`src/rtl/gf2_digit_mult.sv`:
```
// gf2_digit_mult: combinational W x D carry-less product
module gf2_digit_mult #(
  parameter int W = 30,
  parameter int D = 10
) (
  input  logic [W-1:0]     a_i,
  input  logic [D-1:0]     b_i,
  output logic [W+D-2:0]   p_o
);
  logic [W+D-2:0] a_ext;
  assign a_ext = (W+D-1)'(a_i);
  // XOR one shifted copy of a per set bit of the digit
  always_comb begin
    p_o = '0;
    for (int i = 0; i < D; i++) p_o = p_o ^ (b_i[i] ? (a_ext << i) : '0);
  end
endmodule

```
`src/rtl/gf2_mult_ds.sv`:
```
// gf2_mult_ds: digit-serial carry-less W x W multiplier with optional accumulate
module gf2_mult_ds #(
  parameter int W = 30,
  parameter int D = 10
) (
  input  logic           clk,
  input  logic           rst,
  input  logic           in_valid,
  output logic           in_ready,
  input  logic [W-1:0]   in_a,
  input  logic [W-1:0]   in_b,
  input  logic           in_acc,
  output logic           out_valid,
  input  logic           out_ready,
  output logic [2*W-1:0] out_d
);
  localparam int NDIG = (W + D - 1) / D;
  localparam int BW = NDIG * D;
  localparam int CW = NDIG > 1 ? $clog2(NDIG) : 1;
  typedef enum logic [1:0] {IDLE, BUSY, DONE} state_t;
  state_t         state_q, state_d;
  logic [W-1:0]   a_q, a_d;
  logic [BW-1:0]  b_q, b_d;
  logic [CW-1:0]  cnt_q, cnt_d;
  logic [2*W-1:0] acc_q, acc_d, res_q, res_d, acc_next;
  logic [W+D-2:0] prod;
  gf2_digit_mult #(.W(W), .D(D)) u_dm (
    .a_i(a_q),
    .b_i(b_q[D-1:0]),
    .p_o(prod)
  );
  assign acc_next = acc_q ^ ((2*W)'(prod) << (cnt_q * D));
  assign in_ready = state_q == IDLE;
  assign out_valid = state_q == DONE;
  assign out_d = res_q;
  // b shifts right one digit per cycle so the current digit is always at the bottom
  always_comb begin
    state_d = state_q;
    a_d = a_q;
    b_d = b_q;
    cnt_d = cnt_q;
    acc_d = acc_q;
    res_d = res_q;
    unique case (state_q)
      IDLE: if (in_valid) begin
        a_d = in_a;
        b_d = BW'(in_b);
        cnt_d = '0;
        acc_d = in_acc ? res_q : '0;
        state_d = BUSY;
      end
      BUSY: begin
        acc_d = acc_next;
        b_d = b_q >> D;
        cnt_d = cnt_q + 1'b1;
        if (cnt_q == CW'(NDIG - 1)) begin
          res_d = acc_next;
          state_d = DONE;
        end
      end
      DONE: state_d = out_ready ? IDLE : DONE;
      default: state_d = IDLE;
    endcase
  end
  // state register; reset discards any operation in flight
  always_ff @(posedge clk) begin
    if (rst) begin
      state_q <= IDLE;
      a_q <= '0;
      b_q <= '0;
      cnt_q <= '0;
      acc_q <= '0;
      res_q <= '0;
    end else begin
      state_q <= state_d;
      a_q <= a_d;
      b_q <= b_d;
      cnt_q <= cnt_d;
      acc_q <= acc_d;
      res_q <= res_d;
    end
  end
endmodule

```
`config.mk`:
```
export PLATFORM = sky130hd
export DESIGN_NAME = gf2_mult_ds
export DESIGN_NICKNAME = d
export VERILOG_FILES = /design/src/rtl/gf2_digit_mult.sv /design/src/rtl/gf2_mult_ds.sv
export SDC_FILE = /design/constraint.sdc
export NUM_CORES = 1
export LEC_CHECK = 0
export ABC_AREA = 1
export ABC_CLOCK_PERIOD_IN_PS = 6300
export CAP_MARGIN = 20
export CORE_MARGIN = 3
export CORE_UTILIZATION = 46
export DETAILED_ROUTE_END_ITERATION = 8
export PLACE_DENSITY = 0.66
export SLEW_MARGIN = 10
export SYNTH_ARGS = -nofsm -noshare
export SYNTH_HDL_FRONTEND = slang
export SYNTH_HIERARCHICAL = 1
export SYNTH_SLANG_ARGS = --single-unit
```
`constraint.sdc`:
```
create_clock -name clk -period 6.3 [get_ports clk]
set_input_delay 0.63 -clock clk [delete_from_list [all_inputs] [get_ports clk]]
set_output_delay 0.63 -clock clk [all_outputs]
set_load 0.01 [all_outputs]
```
run_1/util_map.png
The die is cut into 19 by 19 equal tiles; white is low, dark blue is high, 0 to 100% covered.
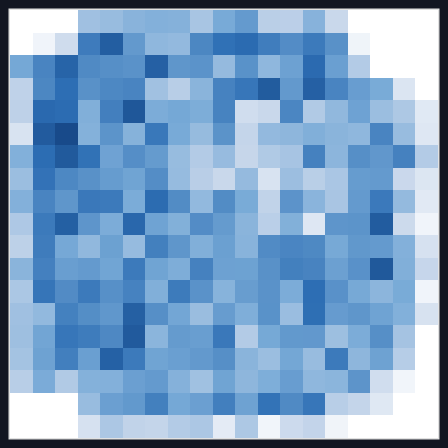
mean over tiles: 46%
nearly empty tiles: 8.3%
fullest tile: 89%
Final Util: 52.1%
fp util: 46.9%
Placeable Area: 0.0318 mm²

run_1/congestion_map.png
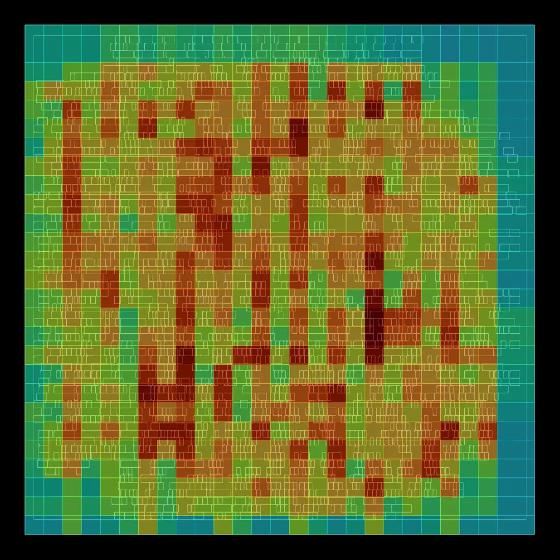
met1 Use GR: 37.3%
met3 GRT Util: 3.89%
GRT Max-Usage Layer: met2
DR WL/cell: 15.6 µm

==> impl_metrics.json, run 1 <==
{
  "slew_violations": 0,
  "max_stage_delay_ns": 0.84,
  "cts_setup_buffers": 0,
  "outcome": "finished clean",
  "ctsLongestPathBuffers": 2,
  "critPathLaunchType": "flip-flop",
  "ys_cells": 2558,
  "timing.slew.headroom_pct": 27.6,
  "crit_path_end_kind": "flip-flop",
  "remaining_drc_errors": 0,
  "cts_buffers": 17,
  "h-tree-depth": 4,
  "clock.fmax_mhz": 312,
  "reg2regPathDepth": 8,
  "dp_hpwl_um": 30900,
  "synth-seq-area-share_pct": 24.7,
  "drtIter0Drc": 1377,
  "antenna_left": 0,
  "synth.avg_cell_area_um2": 5.83,
  "power.density_mw_per_mm2": 241,
  "fin_crit_ns": 3.20,
  "portBuffers": 126,
  "grt_use_total_pct": 27.4,
  "insertion_delay_ns": 0.46,
  "grt-ovfl-total": 0,
  "fin_nets": 2618,
  "layout.area.comb_mm2": 0.00934,
  "setup_tns_ns": 0,
  "cts_resized": 0,
  "setup_violations": 0,
  "yosys.area.top_type": "dfxtp_1",
  "post_dp_cell_area_mm2": 0.0160,
  "hold_viol": 0,
  "antenna_found_initial": 0,
  "min_period_over_period_pct": 50.8,
  "ir_drop_v": 0.000212,
  "syn-cell-area_mm2": 0.0149,
  "yosys-stat-area_mm2": 0.0149,
  "cts.sink_count": 184,
  "yosysTopAreaCellShare_pct": 24.7,
  "whs_ns": 0.463,
  "grt_pass1_wl_um": 76300
}
run_1/m2.png
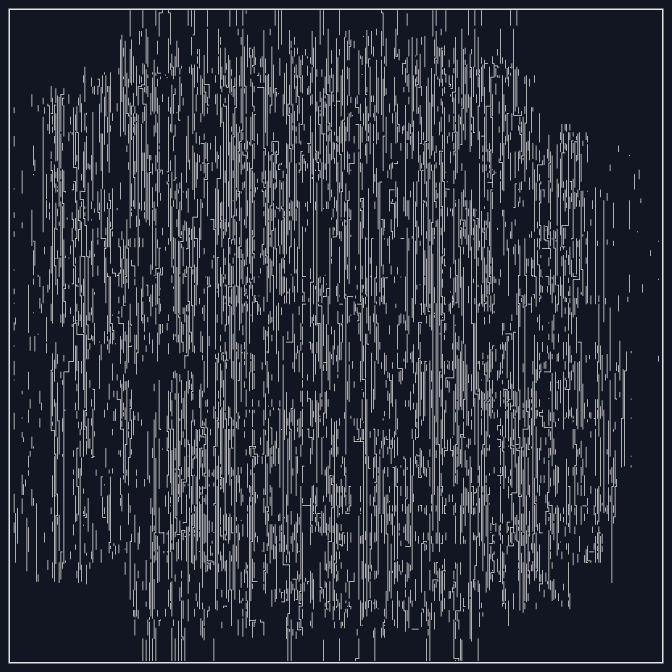
longest straight run: 89.8 µm
main direction: vertical
nets with wire on the layer: 1,992
share of all routed wire: 44%
M2 GR Usage: 43.6%
Detailed Route WL: 46,900 µm
via count: 16,125

run_1/gates.png
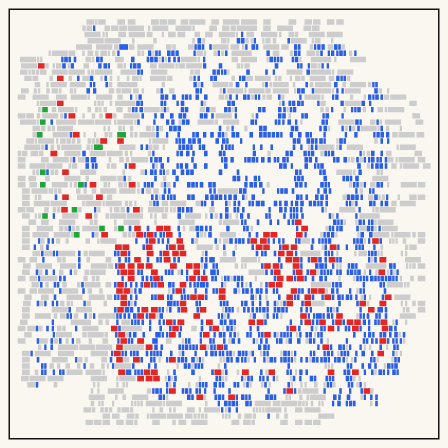
| family | colour | cells |
|---|---|---|
| xor and xnor cells | red | 174 |
| non-inverting ao/oa cells | green | 13 |
| nand cells | blue | 1,342 |
most numerous logic cell after layout: nand2_1
logic share of the area: 56.4%

==> run 1: layout by cell type (no fill, tap or decap), drive strengths merged, types with 21 or more instances in the layout <==
| cell | instances |
|---|---|
| xnor2 | 96 |
| nor2 | 102 |
| nand3 | 359 |
| inv | 273 |
| nand2 | 970 |
| xor2 | 78 |
| clkdlybuf4s50 | 124 |
| o211ai | 40 |
| a31oi | 35 |
| buf | 21 |
| dfxtp | 184 |
| a21oi | 80 |
| o21ai | 126 |
==> run 1: power breakdown <==
group / switching (mW) / leakage (nW) / total [mW] / internal (mW)
clock network: 0.542 / 0.272 / 1.08 / 0.535
registers: 0.151 / 1.51 / 1.41 / 1.26
logic: 1.01 / 5.68 / 1.50 / 0.489
total: 1.70 / 7.46 / 3.99 / 2.28
==> run 1: cells in the mapped netlist <==
cell / instances
nand2_1: 969
nand3_1: 359
inv_1: 260
dfxtp_1: 184
o21ai_0: 122
nor2_1: 97
xnor2_1: 96
buf_2: 86
a21oi_1: 80
xor2_1: 78
clkbuf_1: 42
o211ai_1: 40
a31oi_1: 35
buf_4: 28
a221oi_1: 12
o21a_1: 11
nand3b_1: 10
buf_1: 7
inv_2: 7
o21bai_1: 6
buf_6: 5
o21ai_1: 4
clkbuf_2: 2
nand2b_1: 2
nor2_2: 2
nor2_8: 2
a211oi_1: 1
clkinv_1: 1
ha_1: 1
inv_4: 1
nand2_4: 1
nand4_1: 1
nor2_4: 1
o2111ai_1: 1
o221a_1: 1
o221a_2: 1
o31ai_1: 1
or2_2: 1
==> run 1: worst max-delay path, delay by kind of cell (launching register included) <==
family | cells | cell delay, ns
AOI/OAI and AO/OA | 2 | 0.41
DFF | 1 | 0.41
and+or+nand+nor | 2 | 0.79
buffers and inverters | 4 | 1.47
==> run 1: through the flow <==
stage | instances | util [%] | setup WS [ns]
2_1_floorplan | 2558 | - | 4.30
3_3_place_gp | 2968 | 50.2 | 3.21
3_5_place_dp | 2968 | 50.2 | 3.19
4_1_cts | 3000 | 52.1 | 3.17
5_1_grt | 3000 | 52.1 | 2.87
6_report | 3000 | 52.1 | 3.10
==> run 1: sequential cells by signal, indices dropped and copies added, names as in the netlist <==
signal and cells:
a_q 30, acc_q 60, b_q 30, cnt_q 2, out_d 60, state_q 2
==> run 1: logic make-up after synthesis <==
family / after synthesis / synth area share [%]
simple gates: 1445 / 40.0
compound gates: 315 / 12.3
fa+ha+maj: 1 / 0.0838
flops: 184 / 24.7
buf+inv: 439 / 12.8
xor+xnor: 174 / 10.2
==> run 1: cell type report <==
cell class                      count  share of cell area, %
Clock buffer                       19                   2.68
Clock inverter                     13                  0.786
Inverter                          269                   6.12
Multi-Input combinational cell   1935                   56.4
Sequential cell                   184                   22.3
Tap cell                          435                   3.29
Timing Repair Buffer              145                   8.42
==> run 1: routing by layer <==
metal  part of all wire [%]  GRT usage [%]  wire length (µm)
met5                      0              0                 0
met3                    6.6           3.89              3120
met4                    3.7           11.4              1720
met2                     44           43.6             20800
met1                     45           37.3             21300
run_1/layers.png
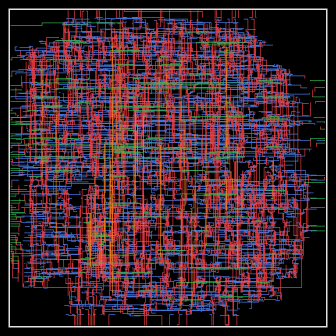

## Run 2: what changed since run 1
--- a/config.mk
+++ b/config.mk
@@ -6,7 +6,7 @@
 export NUM_CORES = 1
 export LEC_CHECK = 0
 export ABC_AREA = 1
-export ABC_CLOCK_PERIOD_IN_PS = 6300
+export ABC_CLOCK_PERIOD_IN_PS = 3200
 export CAP_MARGIN = 20
 export CORE_MARGIN = 3
 export CORE_UTILIZATION = 46
==> constraint.sdc (replaced) <==
create_clock -name clk -period 3.2 [get_ports clk]
set_input_delay 0.32 -clock clk [delete_from_list [all_inputs] [get_ports clk]]
set_output_delay 0.32 -clock clk [all_outputs]
set_load 0.01 [all_outputs]
run_2/layers.png
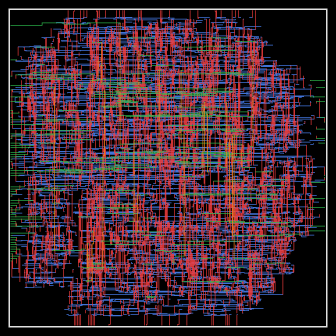
| layer | colour | wire length |
|---|---|---|
| M2 | red | 21.4 mm |
| M4 | orange | 1,030 µm |
| M1 | blue | 22.3 mm |
| M3 | green | 3,290 µm |
DR WL/cell: 15.9 µm
Detailed Route WL: 48,100 µm
Total GRT Usage: 27.5%

==> run 2 against run 1 <==
Effect of this change:
- via count is 0.44% higher
- global-route usage is 0.14 points higher
- register-to-register slack worse by 2.7 ns
- sequential share of layout area decreased by 0.45 points
- combinational power increased by 110%
- utilization is 1.0 points higher
==> impl_metrics.json, run 2 <==
{
  "async_flop_share_pct": 0,
  "cts.sink_count": 184,
  "outcome": "finished clean",
  "h-tree-depth": 4,
  "cp_num_buf_inv": 0,
  "yosys.area.top_type": "dfxtp_1",
  "fin_crit_ns": 2.77,
  "whs_ns": 0.420,
  "grt_util_met2_pct": 43.7,
  "insertion_delay_ns": 0.46,
  "cts_resized": 0,
  "route.vias.total": 16196,
  "syn-cell-area_mm2": 0.0149,
  "dp_hpwl_um": 32000,
  "ys.flop_type": "dfxtp_1",
  "edf_count": 0,
  "ctsLongestPathBuffers": 2,
  "power.density_mw_per_mm2": 477,
  "synth.avg_cell_area_um2": 5.83,
  "fp_util_pct": 46.9,
  "cts_setup_buffers": 0,
  "min_period_over_period_pct": 86.6,
  "max_stage_delay_ns": 0.65,
  "crit_path_end_kind": "flip-flop",
  "synthTopCellsByCount": "nand2_1 (969), nand3_1 (359), inv_1 (260)"
}
[run 2: cell types whose count changed in the layout (fill, tap and decap cells not counted), sizes merged]
cell / previous run / this run
clkbuf: 19 / 18
clkinv: 6 / 11
inv: 273 / 271
clkinvlp: 3 / 1
buf: 21 / 44
[run 2: stage by stage]
stage	cells	utilization [%]	cell area [µm²]	setup slack, ns
after CTS	3023	53.1	16900	0.501
after detailed placement	2991	51.2	16300	0.518
after global placement	2991	51.2	16300	0.564
after floorplan	2558	-	14900	1.20
after global routing	3023	53.1	16900	0.190
final	3023	53.1	16900	0.430
[run 2: final timing paths]
check                                          start                      to  slack [ns]  depth (start not counted)
worst max-delay path             a_q[7]$_SDFFE_PP0P_  acc_q[36]$_SDFFE_PP0P_        0.43                         16
worst min-delay path                        in_b[26]    b_q[26]$_SDFFE_PP0P_        0.42                          3
worst max register to register   a_q[7]$_SDFFE_PP0P_  acc_q[36]$_SDFFE_PP0P_        0.43                         16
worst min register to register  b_q[21]$_SDFFE_PP0P_    b_q[21]$_SDFFE_PP0P_        0.46                          2
[run 2: where the power goes]
group	leakage, nW	internal (mW)	switching (mW)
Clock	0.283	1.05	1.13
Combinational	5.84	1.05	2.10
Sequential	1.51	2.48	0.240
Total	7.63	4.57	3.48
[run 2: worst register-to-register path: cells and delay by family (launching register included)]
family / cells / cell delay, ns
AND-OR/OR-AND: 1 / 0.06
XOR/XNOR: 1 / 0.22
flip-flops: 1 / 0.65
AND/OR/NAND/NOR: 14 / 1.68
[run 2: final cells by class]
cell class                      instances  area [µm²]
Sequential cell                       184        3690
Multi-Input combinational cell       1935        9340
Clock buffer                           18         429
Timing Repair Buffer                  168        1700
Inverter                              269        1010
Tap cell                              435         544
Clock inverter                         14         164
Fill cell                            3185       14900
[run 2: logic make-up after synthesis]
logic type | after synthesis | synth area share [%]
simple gates | 1445 | 40.0
fa+ha+maj | 1 | 0.0838
xor+xnor | 174 | 10.2
buf+inv | 439 | 12.8
compound gates | 315 | 12.3
flops | 184 | 24.7
[run 2: metal layers]
| metal | up-vias | wire length, µm |
|---|---|---|
| met5 | - | 0 |
| met4 | 0 | 1030 |
| met3 | 54 | 3290 |
| met2 | 525 | 21400 |
| met1 | 7473 | 22300 |
| li1 | 8144 | - |
Power is estimated from default activity; no workload was simulated.
